`config.mk`:
```
export PLATFORM = sky130hd
export DESIGN_NAME = pipe_hazard_ctl
export DESIGN_NICKNAME = d
export VERILOG_FILES = /design/src/rtl/pipe_hazard_ctl_pkg.sv /design/src/rtl/pipe_hazard_ctl_irq_prio_enc.sv /design/src/rtl/pipe_hazard_ctl.sv
export SDC_FILE = /design/constraint.sdc
export NUM_CORES = 1
export LEC_CHECK = 0
export CAP_MARGIN = 40
export CORE_MARGIN = 4
export CORE_UTILIZATION = 40
export DETAILED_ROUTE_END_ITERATION = 16
export PLACE_DENSITY_LB_ADDON = 0.12
export SLEW_MARGIN = 10
export SYNTH_ARGS = -nofsm -noshare
export SYNTH_HDL_FRONTEND = slang
export SYNTH_SLANG_ARGS = --single-unit
export TNS_END_PERCENT = 20
```
`constraint.sdc`:
```
create_clock -name clk -period 1.6 [get_ports clk]
set_clock_uncertainty 0.1 [all_clocks]
set_input_delay 0.4 -clock clk [delete_from_list [all_inputs] [get_ports clk]]
set_output_delay 0.4 -clock clk [all_outputs]
set_load 0.01 [all_outputs]
```
`src/rtl/pipe_hazard_ctl_pkg.sv`:
```
// Shared encodings for the pipeline hazard/interrupt controller: ID hazard
// commands, controller states and the one-hot PC pre-select values.
package pipe_hazard_ctl_pkg;

    typedef enum logic [2:0] {
        CmdNop = 3'd0,
        CmdCur = 3'd1,
        CmdMul = 3'd2,
        CmdDiv = 3'd3,
        CmdRet = 3'd4,
        CmdLd  = 3'd5,
        CmdNoi = 3'd6,
        CmdRsv = 3'd7
    } id_cmd_e;

    typedef enum logic [2:0] {
        StRst  = 3'd0,
        StIdle = 3'd1,
        StNoi  = 3'd2,
        StCur  = 3'd3,
        StLd   = 3'd4,
        StRet  = 3'd5,
        StIrq  = 3'd6,
        StDly  = 3'd7
    } hz_state_e;

    localparam logic [3:0] PC_IGN = 4'b0001;
    localparam logic [3:0] PC_KEP = 4'b0010;
    localparam logic [3:0] PC_IRQ = 4'b0100;
    localparam logic [3:0] PC_RST = 4'b1000;

endpackage

```
`src/rtl/pipe_hazard_ctl_irq_prio_enc.sv`:
```
// Fixed-priority encoder: lowest set request index wins. Shared with the CP0
// cause logic, so it carries no controller-specific state.
module pipe_hazard_ctl_irq_prio_enc #(
    parameter int NUM_IRQ = 4,
    parameter int IDW     = 2
) (
    input  logic [NUM_IRQ-1:0] i_req,
    output logic [IDW-1:0]     o_id,
    output logic               o_valid
);

    // Scan from the top down so the lowest set index is the last write.
    always_comb begin
        o_valid = |i_req;
        o_id    = '0;
        for (int i = NUM_IRQ - 1; i >= 0; i--) begin
            if (i_req[i]) begin
                o_id = IDW'(i);
            end
        end
    end

endmodule

```
`src/rtl/pipe_hazard_ctl.sv`:
```
// Pipeline hazard/interrupt controller beside the ID stage. Turns the per-cycle
// hazard command into flush/hold controls and a PC pre-select, stalls for
// multiply/divide latency and arbitrates non-nesting interrupts.
// Optional: define PIPE_HAZARD_PERF_EN to add the o_stall_cnt perf counter.
module pipe_hazard_ctl
    import pipe_hazard_ctl_pkg::*;
#(
    parameter int unsigned MUL_LAT = 34,
    parameter int unsigned DIV_LAT = 36,
    parameter int          NUM_IRQ = 4,
    parameter int          IDW     = 2
) (
    input  logic               clk,
    input  logic               rst,
    input  logic [2:0]         i_id_cmd,
    input  logic [NUM_IRQ-1:0] i_irq,
    input  logic [NUM_IRQ-1:0] i_irq_mask,
    output logic               o_iack,
    output logic [IDW-1:0]     o_irq_id,
    output logic               o_ins_clr,
    output logic               o_ins_cls,
    output logic               o_ctl_clr,
    output logic               o_ctl_cls,
    output logic               o_ex_ctl_clr,
    output logic [3:0]         o_pc_prectl,
    output logic               o_is_nop,
`ifdef PIPE_HAZARD_PERF_EN
    output logic [31:0]        o_stall_cnt,
`endif
    output logic               o_busy
);

    // Counter load values; latency >= 1 so these never underflow.
    localparam logic [5:0] MulLoad = 6'(MUL_LAT - 1);
    localparam logic [5:0] DivLoad = 6'(DIV_LAT - 1);

    hz_state_e          r_state;
    hz_state_e          w_state_d;
    logic [5:0]         r_dly_cnt;
    logic [5:0]         w_dly_cnt_d;
    logic               r_iack;
    logic [IDW-1:0]     r_irq_id;
    logic [NUM_IRQ-1:0] w_pending;
    logic [IDW-1:0]     w_enc_id;
    logic               w_enc_valid;
    logic               w_irq_take;
    logic               w_dispatch;

    assign w_pending = i_irq & ~i_irq_mask;

    pipe_hazard_ctl_irq_prio_enc #(
        .NUM_IRQ (NUM_IRQ),
        .IDW     (IDW)
    ) u_prio_enc (
        .i_req   (w_pending),
        .o_id    (w_enc_id),
        .o_valid (w_enc_valid)
    );

    // State and stall counter registers with synchronous reset.
    always_ff @(posedge clk) begin
        if (rst) begin
            r_state   <= StRst;
            r_dly_cnt <= '0;
        end else begin
            r_state   <= w_state_d;
            r_dly_cnt <= w_dly_cnt_d;
        end
    end

    // Next-state logic; a pending interrupt in IDLE pre-empts the command.
    always_comb begin
        w_state_d   = r_state;
        w_dly_cnt_d = r_dly_cnt;
        w_irq_take  = 1'b0;
        w_dispatch  = 1'b0;
        unique case (r_state)
            StRst:  w_state_d = StIdle;
            StIdle: begin
                if (w_enc_valid && !r_iack) begin
                    w_state_d  = StIrq;
                    w_irq_take = 1'b1;
                end else begin
                    w_dispatch = 1'b1;
                end
            end
            StNoi:  w_dispatch = 1'b1;
            StCur:  w_state_d = StNoi;
            StLd:   w_state_d = StIdle;
            StIrq:  w_state_d = StIdle;
            StRet:  w_state_d = StIdle;
            StDly: begin
                if (r_dly_cnt == 6'd0) begin
                    w_state_d = StIdle;
                end else begin
                    w_dly_cnt_d = r_dly_cnt - 6'd1;
                end
            end
            default: w_state_d = StRst;
        endcase
        if (w_dispatch) begin
            case (id_cmd_e'(i_id_cmd))
                CmdNoi:  w_state_d = StNoi;
                CmdCur:  w_state_d = StCur;
                CmdMul: begin
                    w_state_d   = StDly;
                    w_dly_cnt_d = MulLoad;
                end
                CmdDiv: begin
                    w_state_d   = StDly;
                    w_dly_cnt_d = DivLoad;
                end
                CmdLd:   w_state_d = StLd;
                CmdRet:  w_state_d = StRet;
                default: w_state_d = StIdle;
            endcase
        end
    end

    // Service flag: set on IRQ entry, cleared while in RET; id held until next take.
    always_ff @(posedge clk) begin
        if (rst) begin
            r_iack   <= 1'b0;
            r_irq_id <= '0;
        end else if (w_irq_take) begin
            r_iack   <= 1'b1;
            r_irq_id <= w_enc_id;
        end else if (r_state == StRet) begin
            r_iack   <= 1'b0;
        end
    end

    assign o_iack   = r_iack;
    assign o_irq_id = r_irq_id;

    // Moore decode of pipeline controls from the current state.
    always_comb begin
        o_ins_clr    = 1'b0;
        o_ins_cls    = 1'b0;
        o_ctl_clr    = 1'b0;
        o_ctl_cls    = 1'b0;
        o_ex_ctl_clr = 1'b0;
        o_pc_prectl  = PC_IGN;
        o_is_nop     = 1'b0;
        o_busy       = 1'b0;
        unique case (r_state)
            StRst: begin
                o_ins_clr    = 1'b1;
                o_ctl_clr    = 1'b1;
                o_ex_ctl_clr = 1'b1;
                o_pc_prectl  = PC_RST;
                o_is_nop     = 1'b1;
            end
            StCur: begin
                o_ins_cls    = 1'b1;
                o_ctl_cls    = 1'b1;
                o_ex_ctl_clr = 1'b1;
                o_pc_prectl  = PC_KEP;
                o_is_nop     = 1'b1;
            end
            StLd: begin
                o_ins_clr    = 1'b1;
                o_ctl_clr    = 1'b1;
                o_pc_prectl  = PC_KEP;
            end
            StIrq: begin
                o_ins_clr    = 1'b1;
                o_ctl_clr    = 1'b1;
                o_ex_ctl_clr = 1'b1;
                o_pc_prectl  = PC_IRQ;
            end
            StDly: begin
                o_ins_clr    = 1'b1;
                o_ctl_clr    = 1'b1;
                o_pc_prectl  = PC_KEP;
                o_is_nop     = 1'b1;
                o_busy       = 1'b1;
            end
            default: begin
                o_pc_prectl  = PC_IGN;
            end
        endcase
    end

`ifdef PIPE_HAZARD_PERF_EN
    logic [31:0] r_stall_cnt;
    logic        w_stall_inc;

    assign w_stall_inc = (o_busy || o_ins_cls || o_ins_clr) && (r_state != StRst);

    // Saturating count of stalled/flushed cycles.
    always_ff @(posedge clk) begin
        if (rst) begin
            r_stall_cnt <= '0;
        end else if (w_stall_inc && (r_stall_cnt != 32'hFFFF_FFFF)) begin
            r_stall_cnt <= r_stall_cnt + 32'd1;
        end
    end

    assign o_stall_cnt = r_stall_cnt;
`endif

endmodule

```
Fig. 1: cell classes on the final placement
The bar under the picture is 20 µm long.
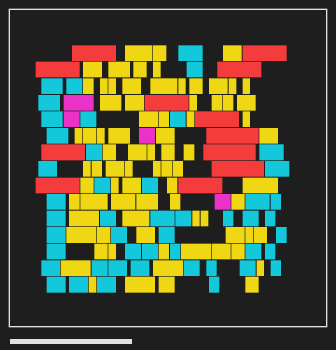
Yellow shows remaining logic cells, cells 79. Magenta shows clock drivers and dummy loads, cells 4. Red shows registers, cells 12. Cyan shows remaining buffers and delay cells, cells 47.
flop share of the area: 0.200
design area: 0.00125 mm²
core area: 0.00178 mm²

Fig. 2: clock wires, drivers and flops
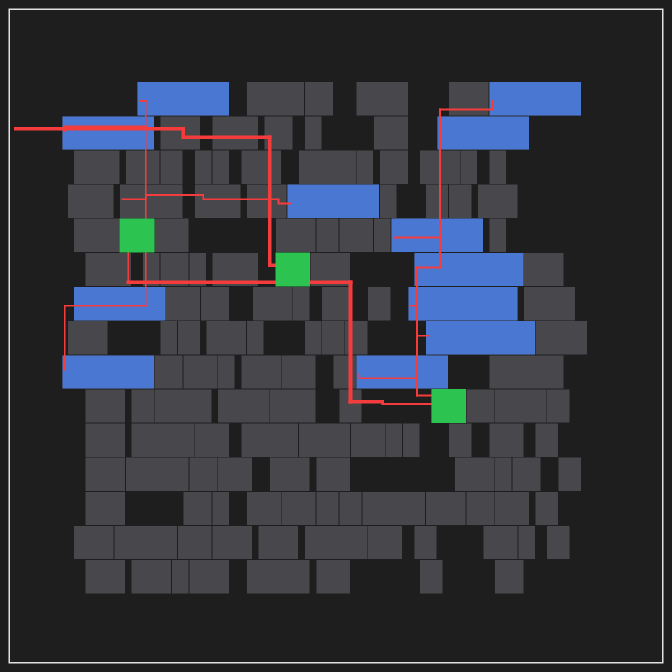
Green shows clock-net drivers, count 3. Red shows clock wires, length 163 µm. Blue shows flip-flops, count 12.
There are 4 routed clock nets.

Fig. 3: the clock network
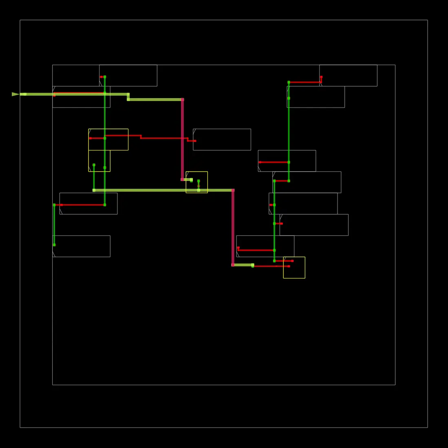
cts bufs inserted: 3
clk sink count: 12

==> flow_metrics.tcl <==
# metrics dict for downstream scripts
set metrics [dict create \
    synthTopLogicFamily "simple AND/OR/NAND/NOR gates" \
    drt-initial-drc-count 7 \
    numSynthFlops 12 \
    aoi_share 0.188 \
    areaGrowthSynthToFinish_pct 62.3 \
    drive_gt1_frac 0.415 \
    die.size.x_um 52.0 \
    fin_crit_ps 1700 \
    syn_avg_cell_area_um2 7.97 \
    synthXorXnorAreaFrac 0.0906 \
    fin_ws_ps -102 \
    synth_stat.cells 97 \
    power.density_mw_per_mm2 1190 \
    grt_max_degree 11 \
    hold_buffers 0 \
    status "complete, but fails checks" \
    vias 812 \
    edf_count 0 \
    fp_util 0.434 \
    synthAdderAreaFrac 0.0324 \
    fin_nets 158 \
    clockBufferDepth 2 \
    clk_pin_slew_worst_paths_ps 70 \
    final_core_util 0.704 \
    hp-class "reg2reg" \
    p_leak_nw 0.597 \
    fin_crit_sh 1.06 \
    topCellsByArea "dfxtp_1 (31%), nand2_1 (6.3%), nand2b_1 (5.7%)" \
    dp_slack_ps -409 \
    gr-total-overflow 0 \
    track_usage 0.160 \
    drv_slew 0 \
    critPathRequiredTime_ps 1100 \
    synthArstFlopShare 0 \
    clockRootBuffer "clkbuf_4" \
    insertion_delay_ps 270 \
    hpwl_um 1380 \
    drc 0 \
    critPathLaunch "r_state[1]" \
    n_antenna_cell 0 \
    ioPinCount 27 \
    tool_warnings 29 \
    rows 15 \
    crit_path_end "o_ex_ctl_clr" \
    lay_top_count "buf_4" \
    portBuffers 26 \
    syn_inst 97 \
    setup_viol 10 \
    violations "setup timing" \
    die_y_um 52.0 \
]
-- power breakdown --
part	leakage, nW	total (mW)	internal (mW)	switching [mW]
clock network	0.0210	0.241	0.138	0.102
logic	0.477	0.820	0.449	0.371
registers	0.0997	0.438	0.362	0.0761
-- stage by stage --
| stage | hold WS, ps | setup TNS, ps |
|---|---|---|
| after detailed placement | 349 | -5470 |
| final | 364 | -387 |
| after CTS | 364 | -624 |
| after global placement | 348 | -5200 |
| after floorplan | 375 | 0 |
| after global routing | 418 | -1260 |
-- timing repair --
item	4_1_cts	5_1_grt
pin swaps	4	3
resized	60	22
setup endpoints to repair	23	20
gates cloned	0	0
buffers inserted	2	3
-- cell type report --
type                            instances  area (µm²)
Tap cell                               25        31.3
Sequential cell                        12         251
Clock buffer                            4        36.3
Timing Repair Buffer                   47         373
Multi-Input combinational cell         73         541
Fill cell                             152         528
Inverter                                6        22.5
-- metal layers --
metal | vias to the layer above | share of wire | wire (µm) | GRT usage
met1 | 361 | 0.46 | 875 | 0.187
li1 | 425 | - | - | -
met4 | 0 | 0.010 | 19 | 0.0655
met3 | 4 | 0.065 | 124 | 0.0630
met5 | - | 0 | 0 | 0
met2 | 22 | 0.47 | 888 | 0.259
-- critical path, stage by stage (launching register included) --
cell and delay [ps]:
dfxtp_4 370, buf_6 140, xor2_1 150, o22ai_1 110, buf_2 150
-- state kept, by name, summed over array words and instances, names as in the netlist --
register,flops
r_dly_cnt,6
r_state,3
o_irq_id,2
o_iack,1
-- cells in the mapped netlist (all sizes together), types with 2 or more instances --
cell	count
a21o	3
a21oi	5
buf	6
dfxtp	12
ha	2
inv	6
mux2i	3
nand2	13
nand2b	8
nand4	3
nor2	8
nor3	4
o21ai	4
xnor2	4
xor2	4
Power and IR drop assume default switching activity.
